File: src/rtl/instr_fetch_unit.sv
// Fetch-side initiator: owns the fetch PC, captures ROM words into a prefetch FIFO
// and hands {pc, instr} to decode over valid/ready. Optional FETCH_PERF_CNT_EN adds a push counter.
module instr_fetch_unit #(
    parameter int                ADDR_W     = 8,
    parameter int                INSTR_W    = 16,
    parameter logic [ADDR_W-1:0] RESET_PC   = '0,
    parameter int                FIFO_DEPTH = 2
) (
    input  logic               clk,
    input  logic               rst_n,
    output logic [ADDR_W-1:0]  imem_addr,
    input  logic [INSTR_W-1:0] imem_instr,
    input  logic               fetch_en,
    input  logic               redirect_valid,
    input  logic [ADDR_W-1:0]  redirect_pc,
    output logic               out_valid,
    output logic [INSTR_W-1:0] out_instr,
    output logic [ADDR_W-1:0]  out_pc,
    input  logic               out_ready,
`ifdef FETCH_PERF_CNT_EN
    output logic [15:0]        perf_fetched,
`endif
    output logic               halted
);

    // state | meaning
    // IDLE  | fetch disabled, no pushes
    // RUN   | pushing one word per cycle while the FIFO has (or is making) room
    // HALT  | HALT opcode captured; waits for a redirect
    typedef enum logic [1:0] {IDLE, RUN, HALT} state_t;

    typedef struct packed {
        logic [ADDR_W-1:0]  pc;
        logic [INSTR_W-1:0] instr;
    } entry_t;

    localparam int PTR_W = (FIFO_DEPTH > 1) ? $clog2(FIFO_DEPTH) : 1;
    localparam int CNT_W = $clog2(FIFO_DEPTH + 1);

    state_t             state_q, state_d;
    logic [ADDR_W-1:0]  fpc_q, fpc_d;
    logic [CNT_W-1:0]   cnt_q, cnt_d;
    logic [PTR_W-1:0]   head_q, head_d;
    logic [PTR_W-1:0]   tail_q, tail_d;
    entry_t             mem_q [FIFO_DEPTH];
    entry_t             mem_d [FIFO_DEPTH];
    logic               push, pop;

    function automatic logic [PTR_W-1:0] ptr_inc(input logic [PTR_W-1:0] p);
        return (p == PTR_W'(FIFO_DEPTH - 1)) ? '0 : p + PTR_W'(1);
    endfunction

    assign imem_addr = fpc_q;
    assign out_valid = (cnt_q != '0);
    assign out_instr = out_valid ? mem_q[head_q].instr : '0;
    assign out_pc    = out_valid ? mem_q[head_q].pc    : '0;
    assign halted    = (state_q == HALT) && (cnt_q == '0);

    always_comb begin
        pop  = out_valid && out_ready && !redirect_valid;
        push = (state_q == RUN) && !redirect_valid &&
               ((cnt_q < CNT_W'(FIFO_DEPTH)) || pop);

        state_d = state_q;
        fpc_d   = fpc_q;
        cnt_d   = cnt_q;
        head_d  = head_q;
        tail_d  = tail_q;
        mem_d   = mem_q;

        if (redirect_valid) begin
            // Flush discards the head even if decode is accepting it this cycle.
            state_d = fetch_en ? RUN : IDLE;
            fpc_d   = redirect_pc;
            cnt_d   = '0;
            head_d  = '0;
            tail_d  = '0;
        end else begin
            unique case (state_q)
                IDLE: if (fetch_en) state_d = RUN;
                RUN: begin
                    if (push && (imem_instr[INSTR_W-1 -: 4] == 4'hF)) state_d = HALT;
                    else if (!fetch_en)                               state_d = IDLE;
                end
                HALT:    state_d = HALT;
                default: state_d = IDLE;
            endcase

            if (push) begin
                mem_d[tail_q] = '{pc: fpc_q, instr: imem_instr};
                tail_d        = ptr_inc(tail_q);
                fpc_d         = fpc_q + ADDR_W'(1);
            end
            if (pop) head_d = ptr_inc(head_q);
            if (push && !pop)      cnt_d = cnt_q + CNT_W'(1);
            else if (pop && !push) cnt_d = cnt_q - CNT_W'(1);
        end
    end

    always_ff @(posedge clk or negedge rst_n) begin
        if (!rst_n) begin
            state_q <= IDLE;
            fpc_q   <= RESET_PC;
            cnt_q   <= '0;
            head_q  <= '0;
            tail_q  <= '0;
            for (int i = 0; i < FIFO_DEPTH; i++) mem_q[i] <= '0;
        end else begin
            state_q <= state_d;
            fpc_q   <= fpc_d;
            cnt_q   <= cnt_d;
            head_q  <= head_d;
            tail_q  <= tail_d;
            mem_q   <= mem_d;
        end
    end

`ifdef FETCH_PERF_CNT_EN
    logic [15:0] perf_q, perf_d;

    // Survives redirects; only reset clears it.
    always_comb begin
        perf_d = perf_q;
        if (push && (perf_q != 16'hFFFF)) perf_d = perf_q + 16'd1;
    end

    always_ff @(posedge clk or negedge rst_n) begin
        if (!rst_n) perf_q <= '0;
        else        perf_q <= perf_d;
    end

    assign perf_fetched = perf_q;
`endif

endmodule

File: config.mk
export PLATFORM = sky130hd
export DESIGN_NAME = instr_fetch_unit
export DESIGN_NICKNAME = d
export VERILOG_FILES = /design/src/rtl/instr_fetch_unit.sv
export SDC_FILE = /design/constraint.sdc
export NUM_CORES = 1
export LEC_CHECK = 0
export CAP_MARGIN = 10
export CORE_MARGIN = 2
export CORE_UTILIZATION = 50
export CTS_BUF_LIST = sky130_fd_sc_hd__clkbuf_16
export DETAILED_ROUTE_END_ITERATION = 10
export PLACE_DENSITY = 0.78
export SYNTH_ARGS = -nofsm -noshare
export SYNTH_HDL_FRONTEND = slang
export SYNTH_SLANG_ARGS = --single-unit
File: constraint.sdc
create_clock -name clk -period 3.3 [get_ports clk]
set_clock_uncertainty 0.05 [all_clocks]
set_input_delay 0.825 -clock clk [delete_from_list [all_inputs] [get_ports clk]]
set_output_delay 0.825 -clock clk [all_outputs]
set_load 0.02 [all_outputs]
### Routing congestion map

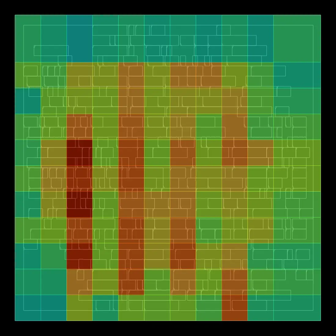
gr busiest metal: met2
met2 GRT Util: 0.345
Util after Layout: 0.679
GRT Total Usage: 0.213
GR Util met3: 0.0396

==> deck_impl_summary.md <==
Implementation Results

Run status
  • Status: complete, no violations

STA
  • Relative slew slack: 0.490
  • Final count of hold timing violations: 0
  • Setup_tns: 0 ps
  • Maximum clock rate: 333 MHz
  • Setup violations, final: 0
  • Fin Hold WS: 451 ps

Clock network
  • Setup bufs post-CTS: 0

Logic synthesis
  • Yosys cell types: 36
  • Synth Register Bits: 62

Layout
  • Gate Area: 1370 um^2
  • Multi-In Gates: 162
  • Area Overhead vs Synth: 32.8%
  • Clk cell area share: 0.0786
  • Dominant logic cell type in the layout: dfrtp_1
  • Flop count: 62

Power and ir drop
  • Sw Share: 0.267

Worst setup path
  • Reg2reg setup slack: 1350 ps
  • Largest stage delay, worst path: 560 ps
  • CP Capture Point: out_pc[6]
  • Startpoint types: register

Place
  • Post-DP Area: 3680 um^2

Detailed routing
  • WL met3: 307 um
  • Final ANT Viol Nets: 0
  • Max Used Layer: met4

Job
  • Log Warnings: 26
### Where the registers sit

The bar under the picture is 20 um long.
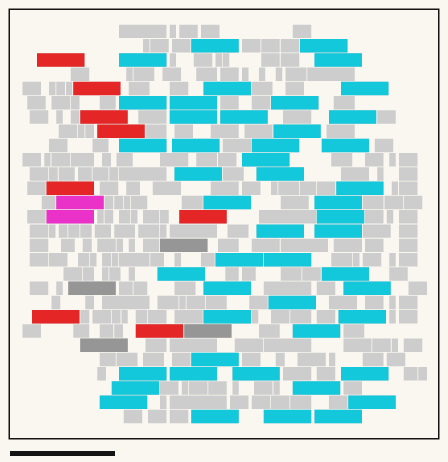
color	signal	flops
red	imem_addr	8
magenta	state_q	2
cyan	mem_q	48
not colored	4
area occupied by registers: 1550 um^2
sequential power: 0.00111 W
Seq/total area: 0.388

Power and IR drop assume default switching activity.
